===== src/rtl/alu_pkg.sv =====
// Shared types and constants for the registered integer ALU.
// Command encodings are split per mode; flags travel as one packed bundle.
package alu_pkg;

    localparam int W_DEF     = 8;
    localparam int CMD_W_DEF = 4;

    localparam logic MODE_ARITH = 1'b1;
    localparam logic MODE_LOGIC = 1'b0;

    typedef enum logic [3:0] {
        CMD_ADD     = 4'd0,
        CMD_SUB     = 4'd1,
        CMD_ADD_CIN = 4'd2,
        CMD_SUB_CIN = 4'd3,
        CMD_INC_A   = 4'd4,
        CMD_DEC_A   = 4'd5,
        CMD_INC_B   = 4'd6,
        CMD_DEC_B   = 4'd7,
        CMD_CMP     = 4'd8,
        CMD_MUL_INC = 4'd9,
        CMD_MUL_SHL = 4'd10
    } arith_cmd_e;

    typedef enum logic [3:0] {
        CMD_AND     = 4'd0,
        CMD_NAND    = 4'd1,
        CMD_OR      = 4'd2,
        CMD_NOR     = 4'd3,
        CMD_XOR     = 4'd4,
        CMD_XNOR    = 4'd5,
        CMD_NOT_A   = 4'd6,
        CMD_NOT_B   = 4'd7,
        CMD_SHR1_A  = 4'd8,
        CMD_SHL1_A  = 4'd9,
        CMD_SHR1_B  = 4'd10,
        CMD_SHL1_B  = 4'd11,
        CMD_ROL_A_B = 4'd12,
        CMD_ROR_A_B = 4'd13
    } logic_cmd_e;

    typedef struct packed {
        logic cout;
        logic oflow;
        logic g;
        logic l;
        logic e;
        logic err;
    } flags_t;

endpackage


===== src/rtl/alu_if.sv =====
// Operand/command bundle into the ALU and registered result bundle out.
// done pulses on each enabled edge that writes a new result.
import alu_pkg::*;

interface alu_if #(
    parameter int W     = W_DEF,
    parameter int CMD_W = CMD_W_DEF
);
    logic             ce;
    logic [1:0]       inp_valid;
    logic             mode;
    logic [CMD_W-1:0] cmd;
    logic [W-1:0]     opa;
    logic [W-1:0]     opb;
    logic             cin;

    logic [2*W-1:0]   res;
    logic             cout;
    logic             oflow;
    logic             g;
    logic             l;
    logic             e;
    logic             err;
    logic             done;

    modport master (
        output ce, inp_valid, mode, cmd, opa, opb, cin,
        input  res, cout, oflow, g, l, e, err, done
    );

    modport slave (
        input  ce, inp_valid, mode, cmd, opa, opb, cin,
        output res, cout, oflow, g, l, e, err, done
    );
endinterface


===== src/rtl/alu_mul_stage.sv =====
// Two-edge multiplier: operands captured on issue, product on the next enabled edge.
// out_valid stays up while the product is the live result, until clr.
import alu_pkg::*;

module alu_mul_stage #(
    parameter int W = W_DEF
) (
    input  logic           clk,
    input  logic           rst_n,
    input  logic           ce,
    input  logic           in_valid,
    input  logic           clr,
    input  logic [2*W-1:0] x,
    input  logic [2*W-1:0] y,
    output logic [2*W-1:0] p,
    output logic           out_valid
);
    logic [2*W-1:0] x_q;
    logic [2*W-1:0] y_q;
    logic           v1;

    always_ff @(posedge clk or negedge rst_n) begin
        if (!rst_n) begin
            x_q       <= '0;
            y_q       <= '0;
            v1        <= 1'b0;
            p         <= '0;
            out_valid <= 1'b0;
        end else if (ce) begin
            v1 <= in_valid;
            if (in_valid) begin
                x_q <= x;
                y_q <= y;
            end
            if (v1) begin
                p         <= x_q * y_q;
                out_valid <= 1'b1;
            end else if (clr) begin
                out_valid <= 1'b0;
            end
        end
    end

endmodule


===== src/rtl/alu_unit.sv =====
// Registered integer ALU: decode, operand check, arith/logic datapath,
// output registers and the busy flag covering the multiply's second cycle.
import alu_pkg::*;

module alu_unit #(
    parameter int W     = W_DEF,
    parameter int CMD_W = CMD_W_DEF
) (
    input  logic clk,
    input  logic rst_n,
    alu_if.slave bus
);
    localparam int W2 = 2 * W;
    localparam int SW = $clog2(W);

    logic [W2-1:0] a2, b2;
    logic [W2-1:0] sum_ab, sum_abc, inc_a, inc_b;
    logic [W-1:0]  dif_ab, dif_abc, dec_a, dec_b;
    logic          brw_abc;
    logic [W-1:0]  shl_a, shl_b;
    logic [SW-1:0] rot_amt;
    logic          rot_hi;
    logic [W-1:0]  rol_a, ror_a;
    logic [3:0]    cmd4;
    logic          cmd_hi;

    assign a2      = {{W{1'b0}}, bus.opa};
    assign b2      = {{W{1'b0}}, bus.opb};
    assign sum_ab  = a2 + b2;
    assign sum_abc = a2 + b2 + W2'(bus.cin);
    assign inc_a   = a2 + W2'(1);
    assign inc_b   = b2 + W2'(1);
    assign dif_ab  = bus.opa - bus.opb;
    assign dif_abc = bus.opa - bus.opb - W'(bus.cin);
    assign brw_abc = a2 < (b2 + W2'(bus.cin));
    assign dec_a   = bus.opa - W'(1);
    assign dec_b   = bus.opb - W'(1);
    assign shl_a   = {bus.opa[W-2:0], 1'b0};
    assign shl_b   = {bus.opb[W-2:0], 1'b0};

    // Rotate uses only the low log2(W) bits; higher bits flag an error.
    assign rot_amt = bus.opb[SW-1:0];
    assign rot_hi  = |(bus.opb >> SW);
    assign rol_a   = (bus.opa << rot_amt) | (bus.opa >> (W - int'(rot_amt)));
    assign ror_a   = (bus.opa >> rot_amt) | (bus.opa << (W - int'(rot_amt)));

    assign cmd4   = bus.cmd[3:0];
    assign cmd_hi = (bus.cmd >> 4) != '0;

    logic [W2-1:0] r_res;
    logic [W-1:0]  l_res;
    flags_t        r_f;
    logic          need_a, need_b, known, is_mul;
    logic [W2-1:0] mx, my;

    always_comb begin
        r_res  = '0;
        l_res  = '0;
        r_f    = '0;
        need_a = 1'b0;
        need_b = 1'b0;
        known  = 1'b1;
        is_mul = 1'b0;
        mx     = '0;
        my     = '0;
        if (bus.mode == MODE_ARITH) begin
            case (arith_cmd_e'(cmd4))
                CMD_ADD: begin
                    {need_a, need_b} = 2'b11;
                    r_res     = sum_ab;
                    r_f.cout  = sum_ab[W];
                end
                CMD_SUB: begin
                    {need_a, need_b} = 2'b11;
                    r_res     = {{W{1'b0}}, dif_ab};
                    r_f.oflow = bus.opa < bus.opb;
                end
                CMD_ADD_CIN: begin
                    {need_a, need_b} = 2'b11;
                    r_res     = sum_abc;
                    r_f.cout  = sum_abc[W];
                end
                CMD_SUB_CIN: begin
                    {need_a, need_b} = 2'b11;
                    r_res     = {{W{1'b0}}, dif_abc};
                    r_f.oflow = brw_abc;
                end
                CMD_INC_A: begin
                    need_a    = 1'b1;
                    r_res     = inc_a;
                    r_f.cout  = inc_a[W];
                end
                CMD_DEC_A: begin
                    need_a    = 1'b1;
                    r_res     = {{W{1'b0}}, dec_a};
                    r_f.oflow = bus.opa == '0;
                end
                CMD_INC_B: begin
                    need_b    = 1'b1;
                    r_res     = inc_b;
                    r_f.cout  = inc_b[W];
                end
                CMD_DEC_B: begin
                    need_b    = 1'b1;
                    r_res     = {{W{1'b0}}, dec_b};
                    r_f.oflow = bus.opb == '0;
                end
                CMD_CMP: begin
                    {need_a, need_b} = 2'b11;
                    r_f.g = bus.opa > bus.opb;
                    r_f.l = bus.opa < bus.opb;
                    r_f.e = bus.opa == bus.opb;
                end
                CMD_MUL_INC: begin
                    {need_a, need_b} = 2'b11;
                    is_mul = 1'b1;
                    mx     = inc_a;
                    my     = inc_b;
                end
                CMD_MUL_SHL: begin
                    {need_a, need_b} = 2'b11;
                    is_mul = 1'b1;
                    mx     = {{W{1'b0}}, shl_a};
                    my     = b2;
                end
                default: known = 1'b0;
            endcase
        end else begin
            case (logic_cmd_e'(cmd4))
                CMD_AND: begin
                    {need_a, need_b} = 2'b11;
                    l_res = bus.opa & bus.opb;
                end
                CMD_NAND: begin
                    {need_a, need_b} = 2'b11;
                    l_res = ~(bus.opa & bus.opb);
                end
                CMD_OR: begin
                    {need_a, need_b} = 2'b11;
                    l_res = bus.opa | bus.opb;
                end
                CMD_NOR: begin
                    {need_a, need_b} = 2'b11;
                    l_res = ~(bus.opa | bus.opb);
                end
                CMD_XOR: begin
                    {need_a, need_b} = 2'b11;
                    l_res = bus.opa ^ bus.opb;
                end
                CMD_XNOR: begin
                    {need_a, need_b} = 2'b11;
                    l_res = ~(bus.opa ^ bus.opb);
                end
                CMD_NOT_A: begin
                    need_a = 1'b1;
                    l_res  = ~bus.opa;
                end
                CMD_NOT_B: begin
                    need_b = 1'b1;
                    l_res  = ~bus.opb;
                end
                CMD_SHR1_A: begin
                    need_a = 1'b1;
                    l_res  = bus.opa >> 1;
                end
                CMD_SHL1_A: begin
                    need_a = 1'b1;
                    l_res  = shl_a;
                end
                CMD_SHR1_B: begin
                    need_b = 1'b1;
                    l_res  = bus.opb >> 1;
                end
                CMD_SHL1_B: begin
                    need_b = 1'b1;
                    l_res  = shl_b;
                end
                CMD_ROL_A_B: begin
                    {need_a, need_b} = 2'b11;
                    l_res   = rol_a;
                    r_f.err = rot_hi;
                end
                CMD_ROR_A_B: begin
                    {need_a, need_b} = 2'b11;
                    l_res   = ror_a;
                    r_f.err = rot_hi;
                end
                default: known = 1'b0;
            endcase
            r_res = {{W{1'b0}}, l_res};
        end
    end

    logic          bad, mul_go;
    logic [W2-1:0] nxt_res;
    flags_t        nxt_f;

    // A missing operand or unknown command squashes everything but ERR.
    assign bad = ~known | cmd_hi
               | (need_a & ~bus.inp_valid[0])
               | (need_b & ~bus.inp_valid[1]);
    assign mul_go  = ~bad & is_mul;
    assign nxt_res = bad ? '0 : r_res;
    assign nxt_f   = bad ? flags_t'(6'b000001) : r_f;

    logic          busy;
    logic          done_q;
    logic [W2-1:0] res_q;
    flags_t        flags_q;
    logic [W2-1:0] mul_p;
    logic          mul_vo;

    alu_mul_stage #(.W(W)) u_mul (
        .clk       (clk),
        .rst_n     (rst_n),
        .ce        (bus.ce),
        .in_valid  (~busy & mul_go),
        .clr       (~busy & ~mul_go),
        .x         (mx),
        .y         (my),
        .p         (mul_p),
        .out_valid (mul_vo)
    );

    // Busy cycle: presented op is dropped while the product lands.
    always_ff @(posedge clk or negedge rst_n) begin
        if (!rst_n) begin
            res_q   <= '0;
            flags_q <= '0;
            busy    <= 1'b0;
            done_q  <= 1'b0;
        end else if (bus.ce) begin
            if (busy) begin
                busy    <= 1'b0;
                flags_q <= '0;
                done_q  <= 1'b1;
            end else if (mul_go) begin
                busy   <= 1'b1;
                done_q <= 1'b0;
            end else begin
                res_q   <= nxt_res;
                flags_q <= nxt_f;
                done_q  <= 1'b1;
            end
        end
    end

    assign bus.res   = mul_vo ? mul_p : res_q;
    assign bus.cout  = flags_q.cout;
    assign bus.oflow = flags_q.oflow;
    assign bus.g     = flags_q.g;
    assign bus.l     = flags_q.l;
    assign bus.e     = flags_q.e;
    assign bus.err   = flags_q.err;
    assign bus.done  = done_q;

endmodule


===== src/flat_wrapper.sv =====
// flat-port wrapper written by rule: the top's interface ports become plain ports
module alu_unit_flat 
#(
    parameter int W     = W_DEF,
    parameter int CMD_W = CMD_W_DEF
)
  (clk, rst_n, bus_ce, bus_inp_valid, bus_mode, bus_cmd, bus_opa, bus_opb, bus_cin, bus_res, bus_cout, bus_oflow, bus_g, bus_l, bus_e, bus_err, bus_done);
  alu_if #(.W(W), .CMD_W(CMD_W)) bus_i ();
  input  logic clk;
  input  logic rst_n;
  input wire logic [$bits(bus_i.ce)-1:0] bus_ce;
  input wire logic [$bits(bus_i.inp_valid)-1:0] bus_inp_valid;
  input wire logic [$bits(bus_i.mode)-1:0] bus_mode;
  input wire logic [$bits(bus_i.cmd)-1:0] bus_cmd;
  input wire logic [$bits(bus_i.opa)-1:0] bus_opa;
  input wire logic [$bits(bus_i.opb)-1:0] bus_opb;
  input wire logic [$bits(bus_i.cin)-1:0] bus_cin;
  output wire logic [$bits(bus_i.res)-1:0] bus_res;
  output wire logic [$bits(bus_i.cout)-1:0] bus_cout;
  output wire logic [$bits(bus_i.oflow)-1:0] bus_oflow;
  output wire logic [$bits(bus_i.g)-1:0] bus_g;
  output wire logic [$bits(bus_i.l)-1:0] bus_l;
  output wire logic [$bits(bus_i.e)-1:0] bus_e;
  output wire logic [$bits(bus_i.err)-1:0] bus_err;
  output wire logic [$bits(bus_i.done)-1:0] bus_done;
  assign bus_i.ce = bus_ce;
  assign bus_i.inp_valid = bus_inp_valid;
  assign bus_i.mode = bus_mode;
  assign bus_i.cmd = bus_cmd;
  assign bus_i.opa = bus_opa;
  assign bus_i.opb = bus_opb;
  assign bus_i.cin = bus_cin;
  assign bus_res = bus_i.res;
  assign bus_cout = bus_i.cout;
  assign bus_oflow = bus_i.oflow;
  assign bus_g = bus_i.g;
  assign bus_l = bus_i.l;
  assign bus_e = bus_i.e;
  assign bus_err = bus_i.err;
  assign bus_done = bus_i.done;
  alu_unit #(.W(W), .CMD_W(CMD_W)) u_core (.clk(clk), .rst_n(rst_n), .bus(bus_i));
endmodule

===== config.mk =====
export PLATFORM = sky130hd
export DESIGN_NAME = alu_unit_flat
export DESIGN_NICKNAME = d
export VERILOG_FILES = /design/src/rtl/alu_pkg.sv /design/src/rtl/alu_if.sv /design/src/rtl/alu_mul_stage.sv /design/src/rtl/alu_unit.sv /design/src/flat_wrapper.sv
export SDC_FILE = /design/constraint.sdc
export NUM_CORES = 1
export LEC_CHECK = 0
export CAP_MARGIN = 20
export CELL_PAD_IN_SITES_DETAIL_PLACEMENT = 2
export CELL_PAD_IN_SITES_GLOBAL_PLACEMENT = 2
export CORE_ASPECT_RATIO = 0.7
export CORE_UTILIZATION = 41
export DETAILED_ROUTE_END_ITERATION = 10
export PLACE_DENSITY_LB_ADDON = 0.1
export REMOVE_ABC_BUFFERS = 1
export SYNTH_ARGS = -nofsm -noshare
export SYNTH_HDL_FRONTEND = slang
export SYNTH_SLANG_ARGS = --single-unit

===== constraint.sdc =====
create_clock -name clk -period 7.56 [get_ports clk]
set_input_delay 1.512 -clock clk [delete_from_list [all_inputs] [get_ports clk]]
set_output_delay 1.512 -clock clk [all_outputs]
set_load 0.1 [all_outputs]

==> notes.md <==
yosys + openroad results -> leakage power of the design=4.681 nW, arrival time of data at the critical path endpoint=5.87 ns, proportion of power drawn by combinational gates=46.0%, Worst-Margin Slew=1.067 ns, Vert. Die Dim=130.4 microns, most prevalent standard cell on the critical path=fa_1, global route total overflow=0, number of sinks handled by clock tree synthesis=53, wire length of the first global-routing pass=64780 microns, top_reg_cell synth=dfrtp_1, maximum VDD drop=0.1060 mV, first-pass iteration count of the detailed router=5, Post-Syn Area=0.009656 sq mm, layout cell share with drive strength beyond 1=7.265%, count of input and output buffers=49, uppermost signal routing layer after detailed routing=met5, area growth from synthesis to layout=8.993%, start point of the worst hold path=u_core.u_mul.p[9], total CTS buffers=5, RePlAce Congestion=1.000, fraction of the cycle the final worst path needs=75.64%, number of failing setup endpoints in the final timing report=0, power share of the sequential group=28.5%, critical path startpoint category=flop, Min Clock Period, post-route=5.718 ns, number of flip-flops in the largest register=16, Seq cells post-synth=53, nets@finish=1405, number of placement rows=46, post-CTS setup buffers=0, combinational power=521 uW, tool warning count=44, total power per unit cell area=107.7 mW/mm^2, total half-perimeter wirelength after legalization and detailed placement=32750 microns, Largest cells by area=ha_1, dfrtp_1, fa_1, xnor2_1, and2_1, number of global-route vias before repair=10220, reg2reg setup slack=1.84 ns, post-layout utilization of the core=46.06%, yosys cell count=1217, biggest regs=u_core.u_mul.p x16, u_core.res_q x10, clk slew on worst S/H paths=0.08 ns, FF-to-FF Start=u_core.u_mul.x_q[4], worst-path maximum fanout=10, Warnings, synthesis=0, RSZ-0062 raised after global routing=false, most frequent cells in the layout=inv_1, nand2_1, ha_1, Post-synth seq share=13.74%, Slew Limit Headroom=28.67%, power group with the highest consumption=combinational cells, number of cells on the critical path=16, type of the tightest min-delay check=flop to flop, Core Util at FP=42.26%, Critical Path Slowest Stage Cell=o41ai_1, met2 wire len=17650 microns, met2 Use GR=53.76%, drt initial violations=914, Worst Setup SP=u_core.u_mul.x_q[4], critical path endpoint category=flop, global routing usage on met1=52.78%, number of hold violations in the final report=0, CTS hold repair buffers=0, routed length on met1=19970 microns, number of cells on the worst reg-to-reg path=16, max-cap violation count=0, clock latency reported for the late side of the worst-skew pair=0.31 ns, Max Clk Rate=174.9 MHz, Net Sw Power=500.1 uW, Resized Gates After CTS=0, most common logic cell in the routed design=inv_1, number of slew-limit violations in the final report=0, largest register by flop count=u_core.u_mul.p, hold path cells=2, H-Tree Depth=2, end point of the critical path=u_core.u_mul.p[15], number of antenna violations at the first check in global routing=7, CP required=7.72 ns, fraction of synthesized cell area taken by the top area cell type=13.87%, maximum count of clock buffers along a single path=2, sink of the worst hold path=u_core.u_mul.p[9], worst stage delay on the critical path=0.88 ns, Vias/cell=6.304, leading area contributor after synthesis=ha_1, cell area after placement=0.01034 sq mm, reported clock group power=289 uW, TritonCTS clock tree=built, Crit Path Class=flop to flop, summed standard-cell area reported by yosys=0.009656 sq mm, design area=0.01052 sq mm, reg-to-reg critical path endpoint=u_core.u_mul.p[15], Final Total Pwr=1.133 mW, Final ANT Viol Nets=0, clock root cell=clkbuf_16, Post-synth EDFFs=0, pin count of the biggest net entering global routing=54, crit path cell chain=and2_1 > fa_1 > inv_1 > fa_1 > fa_1 > inv_1 > ha_1 > fa_1 > inv_1 > fa_1 > inv_1 > ha_1 > o41ai_1 > o21ai_0 > xnor2_1 > o21ai_0, Top Family by Delay on Critical Path=adder cells, internal power summed over all cells=633.2 uW, top-level port count=50, Distinct cells, synth=82, summed negative setup slack over all endpoints=0 ns, most crowded layer after global routing=met2, CP Buf/Inv Count=4, DRC Markers=0, DIE WIDTH=185.4 microns, switching part of the total power=44.13%, Async S/R FF share, synth=100.0%, met3 wire len=4016 microns, synthesized netlist cell count=1217, area of the die=0.02418 sq mm, Avg Inst Size Synth=7.934 sq um, result of the run=finished clean, core region area=0.02285 sq mm
-- final cells by class --
type / count / area [sq um]
repair buffers: 72 / 643.1
clock inverters: 2 / 37.54
diodes: 2 / 5.005
multi-input cells: 966 / 7510
well taps: 312 / 390.4
flip-flops and latches: 53 / 1326
clock buffers: 6 / 138.9
inverters: 126 / 473.0
fillers: 2625 / 12330
-- cell families (layout without fill, tap and decap cells) --
| group | Yosys count | count (layout) | share of synthesized area [%] |
|---|---|---|---|
| mux | 43 | 43 | 5.961 |
| compound gates | 287 | 287 | 19.84 |
| buf+inv | 198 | 206 | 8.488 |
| xor+xnor | 80 | 80 | 7.412 |
| simple gates | 402 | 402 | 20.95 |
| flops | 53 | 53 | 13.74 |
| other cells | 0 | 2 | 0 |
| fa+ha+maj | 154 | 154 | 23.61 |
-- Yosys cell counts, types with 7 or more instances --
cell / instances
a211oi_1: 14
a21oi_1: 48
a221oi_1: 9
a22oi_1: 8
a31oi_1: 10
a32o_1: 7
and2_1: 74
buf_2: 34
clkbuf_1: 29
dfrtp_1: 53
fa_1: 47
ha_1: 107
inv_1: 120
mux2_2: 16
mux2i_1: 17
mux4_2: 10
nand2_1: 114
nand2b_1: 10
nand3_1: 39
nand4_1: 9
nor2_1: 77
nor2b_1: 10
nor3_1: 25
nor4_1: 8
o211ai_1: 9
o21ai_0: 85
o21ai_1: 11
o221ai_1: 12
o22ai_1: 13
o31ai_1: 11
xnor2_1: 59
xor2_1: 19
-- metrics by stage --
step / setup WS, ns / cells / hold WS [ns]
after floorplan: 2.579 / 1145 / 0.4348
after global placement: 1.949 / 1529 / 0.4540
after detailed placement: 1.890 / 1529 / 0.4769
after CTS: 1.869 / 1537 / 0.4931
after global routing: 1.542 / 1537 / 0.5275
final: 1.842 / 1539 / 0.4894
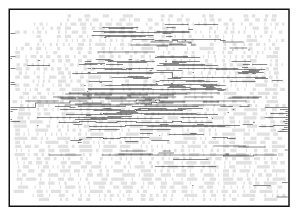
Fig. 1. The metal 3 layer.
(1.5 px per micron) Cells faint in the background.
The wires run mostly horizontal. The longest straight run is 100 microns. 147 nets have wire on it. The layer holds 9.5% of the routed length. The layer carries 4020 microns of wire.
global-route met3 utilization: 10.09%
number of vias after detailed routing: 9702
detailed-route wire length: 42420 microns

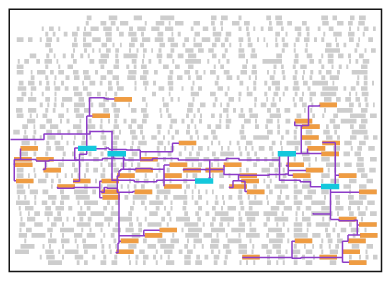
Fig. 2. Clock wires, drivers and flops.
(2 px per micron)
Cyan marks cells driving clock nets, count 5. Orange marks flip-flops, count 53. Purple marks clock wires, length 969 microns.
There are 6 routed clock nets.
Clock Power Share: 25.5%
worst setup skew after layout: 0.004965 ns

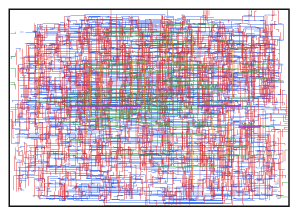
Fig. 3. Signal wires by layer.
(1.5 px per micron)
Orange marks met4, wire length 700 microns. Green marks met3, wire length 4020 microns. Blue marks met1, wire length 20000 microns. Purple marks met5, wire length 83.7 microns. Red marks met2, wire length 17600 microns.
Total Routing Usage GR: 36.36%
average wire length per cell after detail routing: 27.56 microns

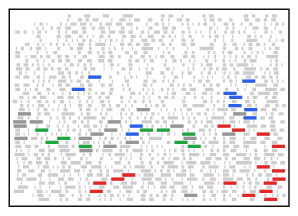
Fig. 4. Register map, names as in the netlist.
(1.5 px per micron) Other sequential cells in the stronger grey, the rest of the logic in the fainter grey.
Green marks `u_core.u_mul.y_q`, placed flops 9. Red marks `u_core.u_mul.p`, placed flops 16. Blue marks `u_core.res_q`, placed flops 10.
Another 18 sequential cells are not coloured.
Seq power: 323 uW
sequential cell area: 0.001326 sq mm

Power and IR drop assume default switching activity.
